**config.mk**
```make
export PLATFORM = sky130hd
export DESIGN_NAME = pipeline_control_unit
export DESIGN_NICKNAME = d
export VERILOG_FILES = /design/src/rtl/core_ctrl_pkg.sv /design/src/rtl/sat_counter.sv /design/src/rtl/pipeline_control_unit.sv
export SDC_FILE = /design/constraint.sdc
export NUM_CORES = 1
export LEC_CHECK = 0
export ABC_AREA = 1
export CAP_MARGIN = 20
export CORE_ASPECT_RATIO = 1.75
export CORE_MARGIN = 2
export CORE_UTILIZATION = 40
export DETAILED_ROUTE_END_ITERATION = 8
export HOLD_SLACK_MARGIN = 0.1
export MAX_ROUTING_LAYER = met4
export PLACE_DENSITY = 0.6
export SKIP_LAST_GASP = 1
export SLEW_MARGIN = 20
export SYNTH_ARGS = -nofsm -noshare
export SYNTH_HDL_FRONTEND = slang
export SYNTH_HIERARCHICAL = 1
export SYNTH_SLANG_ARGS = --single-unit
```
**constraint.sdc**
```tcl
create_clock -name clk -period 1.9 [get_ports clk]
set_input_delay 0.285 -clock clk [delete_from_list [all_inputs] [get_ports clk]]
set_output_delay 0.285 -clock clk [all_outputs]
set_load 0.01 [all_outputs]
```
**src/rtl/core_ctrl_pkg.sv**
```systemverilog
`default_nettype none
// ============================================================================
// Module   : core_ctrl_pkg
// Brief    : Shared types and defaults for the pipeline control unit.
// Revision : 1.0
// ============================================================================
package core_ctrl_pkg;

  typedef enum logic [0:0] {
    RUN      = 1'b0,
    MEM_WAIT = 1'b1
  } state_e;

  localparam int DEF_WAIT_MAX = 16;
  localparam int DEF_CNT_W    = 32;

endpackage
`default_nettype wire

```
**src/rtl/sat_counter.sv**
```systemverilog
`default_nettype none
// ============================================================================
// Module   : sat_counter
// Brief    : Up-counter that holds at all-ones, with synchronous clear.
// Revision : 1.0
// ============================================================================
module sat_counter #(
  parameter int W = 8
) (
  input  logic         clk,
  input  logic         rst,
  input  logic         clear_i,
  input  logic         inc_i,
  output logic [W-1:0] count_o
);

  logic [W-1:0] count_q;
  logic [W-1:0] count_d;

  always_comb begin
    count_d = count_q;
    if (clear_i) begin
      count_d = '0;
    end else if (inc_i && (count_q != {W{1'b1}})) begin
      count_d = count_q + W'(1);
    end
  end

  always_ff @(posedge clk) begin
    if (rst) begin
      count_q <= '0;
    end else begin
      count_q <= count_d;
    end
  end

  assign count_o = count_q;

endmodule
`default_nettype wire

```
**src/rtl/pipeline_control_unit.sv**
```systemverilog
`default_nettype none
// ============================================================================
// Module   : pipeline_control_unit
// Brief    : Stall/flush sequencer for the 5-stage RV32I pipeline.
// Revision : 1.0
// ============================================================================
module pipeline_control_unit
  import core_ctrl_pkg::*;
#(
  parameter int CNT_W    = DEF_CNT_W,
  parameter int WAIT_MAX = DEF_WAIT_MAX
) (
  input  logic             clk,
  input  logic             rst,
  input  logic             hazard_stall,
  input  logic             branch_taken,
  input  logic             mem_req,
  input  logic             mem_ready,
  output logic             pc_write,
  output logic             if_id_write,
  output logic             id_ex_write,
  output logic             ex_mem_write,
  output logic             mem_wb_write,
  output logic             if_id_flush,
  output logic             id_ex_flush,
  output logic             ex_mem_flush,
  output logic [CNT_W-1:0] stall_cycles,
  output logic [CNT_W-1:0] flush_count,
  output logic             mem_timeout
);

  localparam int WAIT_W = $clog2(WAIT_MAX + 1);
  localparam logic [WAIT_W:0] c_wait_lim = (WAIT_W + 1)'(WAIT_MAX);

  state_e state_q, state_d;
  logic   flush_pending_q, flush_pending_d;
  logic   mem_timeout_q, mem_timeout_d;

  logic [WAIT_W-1:0] wait_cnt;
  logic              w_wait_inc;
  logic              w_wait_clr;
  logic              w_flush_evt;

  always_comb begin
    state_d         = state_q;
    flush_pending_d = flush_pending_q;
    mem_timeout_d   = mem_timeout_q;
    w_wait_inc      = 1'b0;
    w_wait_clr      = 1'b0;
    w_flush_evt     = 1'b0;
    pc_write        = 1'b0;
    if_id_write     = 1'b0;
    id_ex_write     = 1'b0;
    ex_mem_write    = 1'b0;
    mem_wb_write    = 1'b0;
    if_id_flush     = 1'b0;
    id_ex_flush     = 1'b0;
    ex_mem_flush    = 1'b0;

    if (!rst) begin
      case (state_q)
        RUN: begin
          if (mem_req && !mem_ready) begin
            state_d         = MEM_WAIT;
            flush_pending_d = branch_taken;
          end else if (branch_taken) begin
            {pc_write, if_id_write, id_ex_write, ex_mem_write, mem_wb_write} = 5'b11111;
            {if_id_flush, id_ex_flush, ex_mem_flush} = 3'b111;
            w_flush_evt = 1'b1;
          end else if (hazard_stall) begin
            // Hold PC and IF/ID, inject one bubble into ID/EX.
            {id_ex_write, ex_mem_write, mem_wb_write} = 3'b111;
            id_ex_flush = 1'b1;
          end else begin
            {pc_write, if_id_write, id_ex_write, ex_mem_write, mem_wb_write} = 5'b11111;
          end
        end
        MEM_WAIT: begin
          if (!mem_ready) begin
            flush_pending_d = flush_pending_q | branch_taken;
            w_wait_inc      = 1'b1;
            if (({1'b0, wait_cnt} + (WAIT_W + 1)'(1)) == c_wait_lim) begin
              mem_timeout_d = 1'b1;
            end
          end else begin
            {pc_write, if_id_write, id_ex_write, ex_mem_write, mem_wb_write} = 5'b11111;
            // A flush remembered during the freeze is applied on release only.
            if (flush_pending_q || branch_taken) begin
              {if_id_flush, id_ex_flush, ex_mem_flush} = 3'b111;
              w_flush_evt = 1'b1;
            end
            state_d         = RUN;
            flush_pending_d = 1'b0;
            w_wait_clr      = 1'b1;
          end
        end
        default: state_d = RUN;
      endcase
    end
  end

  always_ff @(posedge clk) begin
    if (rst) begin
      state_q         <= RUN;
      flush_pending_q <= 1'b0;
      mem_timeout_q   <= 1'b0;
    end else begin
      state_q         <= state_d;
      flush_pending_q <= flush_pending_d;
      mem_timeout_q   <= mem_timeout_d;
    end
  end

  assign mem_timeout = mem_timeout_q;

  sat_counter #(.W(CNT_W)) u_stall_cnt (
    .clk     (clk),
    .rst     (rst),
    .clear_i (1'b0),
    .inc_i   (~pc_write),
    .count_o (stall_cycles)
  );

  sat_counter #(.W(CNT_W)) u_flush_cnt (
    .clk     (clk),
    .rst     (rst),
    .clear_i (1'b0),
    .inc_i   (w_flush_evt),
    .count_o (flush_count)
  );

  sat_counter #(.W(WAIT_W)) u_wait_cnt (
    .clk     (clk),
    .rst     (rst),
    .clear_i (w_wait_clr),
    .inc_i   (w_wait_inc),
    .count_o (wait_cnt)
  );

endmodule
`default_nettype wire

```
Figure 1. Metal layers overlaid.
Two of the layers only.
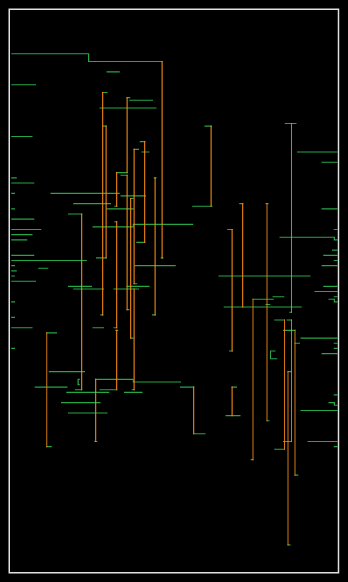
Green stands for metal 3, wire length 560 µm. Orange stands for metal 4, wire length 904 µm.
detail-routed net length per standard cell: 16.2 µm
DR vias: 5262
Total Wirelength: 16300 µm
total global routing track utilization: 26.7%

Figure 2. Track usage over the die.
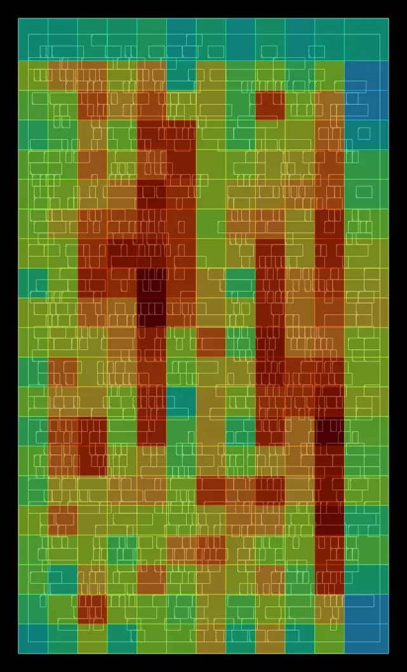
global-route met3 utilization: 2.79%
GR met2 Demand/Resource: 51.9%
met1 GRT Util: 24.0%
Most Crowded Layer GR: met2
share of the core filled with cells in the final layout: 54.9%

Figure 3. Placement by RTL instance.
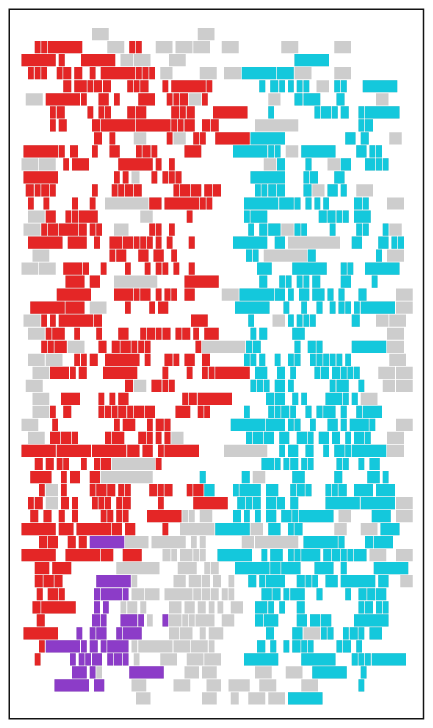
Red stands for u_stall_cnt, cells 327. Purple stands for u_wait_cnt, cells 34, where lower left. Cyan stands for u_flush_cnt, cells 333.
Another 174 cells are not colored.
Layout Cells excl Fill: 1003
die area: 0.0127 mm²

==> tab_implementation.tex <==
% Auto-generated results table
\begin{tabular}{lr}
\hline
Metric & Value \\
\hline
\multicolumn{2}{l}{\textbf{Pwr}} \\
\quad Maximum ir drop on the vdd rail & 0.000477 V \\
\quad Pleak & 2.34 nW \\
\quad Tot Pwr & approximately 0.0036 W \\
\quad Pwr Density & about 570 mW/mm² \\
\multicolumn{2}{l}{\textbf{Synthesis}} \\
\quad Unique cell types & 32 \\
\quad Parity-gate share of the synthesized area counting xor and xnor cells & 0.741\% \\
\quad Register share after synthesis & 30.5\% \\
\quad Area reported by Yosys stat & 0.00473 mm² \\
\quad Basic-gate share of the synthesized area counting and, or, nand and nor cells & 51.4\% \\
\quad Mapped cell area & 0.00473 mm² \\
\quad Synthesized netlist cell count & 732 \\
\quad Warnings from Yosys & 6 \\
\quad FA/HA/MAJ Cells, Area Fraction & under 10\% \\
\quad Ao+oa area frac & 7.78\% \\
\quad Post-synthesis cell count from yosys & between 700 and 800 \\
\multicolumn{2}{l}{\textbf{Timing}} \\
\quad Min Tclk post-route & about 1.9 ns \\
\quad Highest Clock Rate & 540 MHz \\
\quad Final hold violation count & 0 \\
\quad Number of failing setup endpoints in the final timing report & 0 \\
\quad Unrepaired setup endpoints after global routing & true \\
\quad Final Max Tran Viols & 0 \\
\quad Final hold slack & 0.474 ns \\
\quad Sum of negative setup slack & 0 ns \\
\quad Final worst-path setup slack & between 0.04 and 0.05 ns \\
\multicolumn{2}{l}{\textbf{Cells and area}} \\
\quad Combinational gate area & around 0.0029 mm² \\
\quad Number of flip-flops and latches & approximately 72 \\
\quad Clock buffer cells & 10 \\
\quad Total area of sequential cells & around 0.0014 mm² \\
\quad Share of final-layout standard cells stronger than drive strength 1 & around a fifth \\
\quad Fillers & 1162 \\
\quad Dominant logic cell type in the layout & sky130\_fd\_sc\_hd\_\_nand2\_1 \\
\quad Multi-input gates & just under 600 \\
\quad Layout inverter count without the clock tree & roughly 60 \\
\quad Non-clock buffer contribution to total cell area & between 10\% and 20\% \\
\quad Commonest non-fill, non-tap cells in the layout & sky130\_fd\_sc\_hd\_\_nand2\_1, sky130\_fd\_sc\_hd\_\_nor2\_1, sky130\_fd\_sc\_hd\_\_dfxtp\_1 \\
\quad Signal buffers & 140 \\
\quad Number of nets in the final layout & $\sim$870 \\
\quad Dominant class by area & logic gates \\
\quad Area growth syn-to-layout & 34.4\% \\
\quad Number of antenna diodes & 0 \\
\quad Combinational share of cell area & around 46\% \\
\quad Finished layout cell area & around 0.0064 mm² \\
\multicolumn{2}{l}{\textbf{Clocking}} \\
\quad Post-cts hold-fix buffer tally & 0 \\
\quad CTS H-tree depth & 3 \\
\quad Quantity of gates resized following cts & 9 \\
\quad Number of buffers added for setup after CTS & 0 \\
\quad Root buffer selected by CTS & sky130\_fd\_sc\_hd\_\_clkbuf\_16 \\
\quad Sink count of the clock tree & roughly 72 \\
\quad CTS tree & yes \\
\quad Total CTS buffers & 9 \\
\quad Clock-pin slew on the worst setup and hold paths & 0.06 ns \\
\multicolumn{2}{l}{\textbf{Drt}} \\
\quad Routed wire length on met3 & about 560 µm \\
\quad Count of nets left with antenna violations after detail routing & 0 \\
\quad DR vias/cell & 5.25 \\
\quad Number of remaining DRC errors & 0 \\
\quad Routed met1 length & $\sim$5500 µm \\
\quad Initial DRT Pass Iterations & 5 \\
\quad Met2 wire length & 9270 µm \\
\quad Max Used Layer & met4 \\
\multicolumn{2}{l}{\textbf{Place}} \\
\quad Port-buffer cells & 78 \\
\quad Pre-CTS worst setup slack & -0.298 ns \\
\quad Placement-stage cell area & 0.00599 mm² \\
\quad Gpl congestion & 0.970 \\
\quad Half-perimeter wire length after detailed placement & 12800 µm \\
\multicolumn{2}{l}{\textbf{Global routing}} \\
\quad Vias in the first global route & $\sim$5200 \\
\quad Number of antenna violations at the first check in global routing & 0 \\
\quad Grt ovf & 0 \\
\quad Maximum number of pins on one net before global-route repair & 28 \\
\quad Global-route wire length before repair & 25600 µm \\
\multicolumn{2}{l}{\textbf{Worst setup path}} \\
\quad Nature of the critical path endpoint & output port \\
\quad WP data required & 1.62 ns \\
\quad CP Data Arrival Time & 1.57 ns \\
\quad Reg2Reg Depth & 8 \\
\quad Worst flop-to-flop path endpoint & u\_flush\_cnt/count\_o[22] \\
\quad Number of logic stages on the critical path including buffering & 7 \\
\quad Reg2reg setup slack & 0.12 ns \\
\quad Largest fanout on the critical path & 5 \\
\quad Worst Setup Start Kind & input port \\
\quad Launch instance of the worst register-to-register path & u\_flush\_cnt/count\_o[1] \\
\quad Critical Path, Cell by Cell & clkdlybuf4s50\_1 -> inv\_2 -> nand2\_4 -> nand2\_2 -> nor3\_4 -> buf\_4 -> dlygate4sd2\_1 \\
\quad Category of cells accounting for the largest share of critical-path delay & buffers and inverters \\
\quad WP buf/inv & 4 \\
\quad Critical Path Start & mem\_ready \\
\quad Delay of the slowest critical-path stage & 0.47 ns \\
\multicolumn{2}{l}{\textbf{Worst hold path}} \\
\quad Worst hold path cell count & 2 \\
\quad Source of the worst hold timing path & mem\_timeout \\
\multicolumn{2}{l}{\textbf{Floorplan}} \\
\quad I/O pin cnt & between 70 and 80 \\
\quad Row Count & 52 \\
\quad DIE WIDTH & approximately 86 µm \\
\quad Die outline height & 148 µm \\
\quad Core region area & 0.0116 mm² \\
\quad Core Util at FP & 40.8\% \\
\quad TAP cells & 135 \\
\multicolumn{2}{l}{\textbf{Run}} \\
\quad Tally of max-capacitance violations & 0 \\
\multicolumn{2}{l}{\textbf{Run status}} \\
\quad Run status & finished clean \\
\hline
\end{tabular}
-- power breakdown --
group	switching [W]	internal (W)
combinational	0.000138	0.000102
sequential	0.00000682	0.00152
clock	0.000675	0.00118
-- synth_stat cells, drive strengths merged --
master,count,area share [%]
and2,4,0.53
nand2,194,17
nor2,184,18
a21oi,50,5.8
nand3,75,8.9
xnor2,2,0.37
nand4,28,3.7
or2,2,0.26
xor2,2,0.37
and3,1,0.13
nor3,10,1.2
conb,1,0.079
a31oi,8,1.1
o21ai,9,0.95
nand3b,6,1.5
ha,4,1.1
dfxtp,72,30
inv,60,4.8
clkbuf,2,0.58
buf,18,3.1
Power figures rest on the tool's default switching activity, not on a simulated workload.
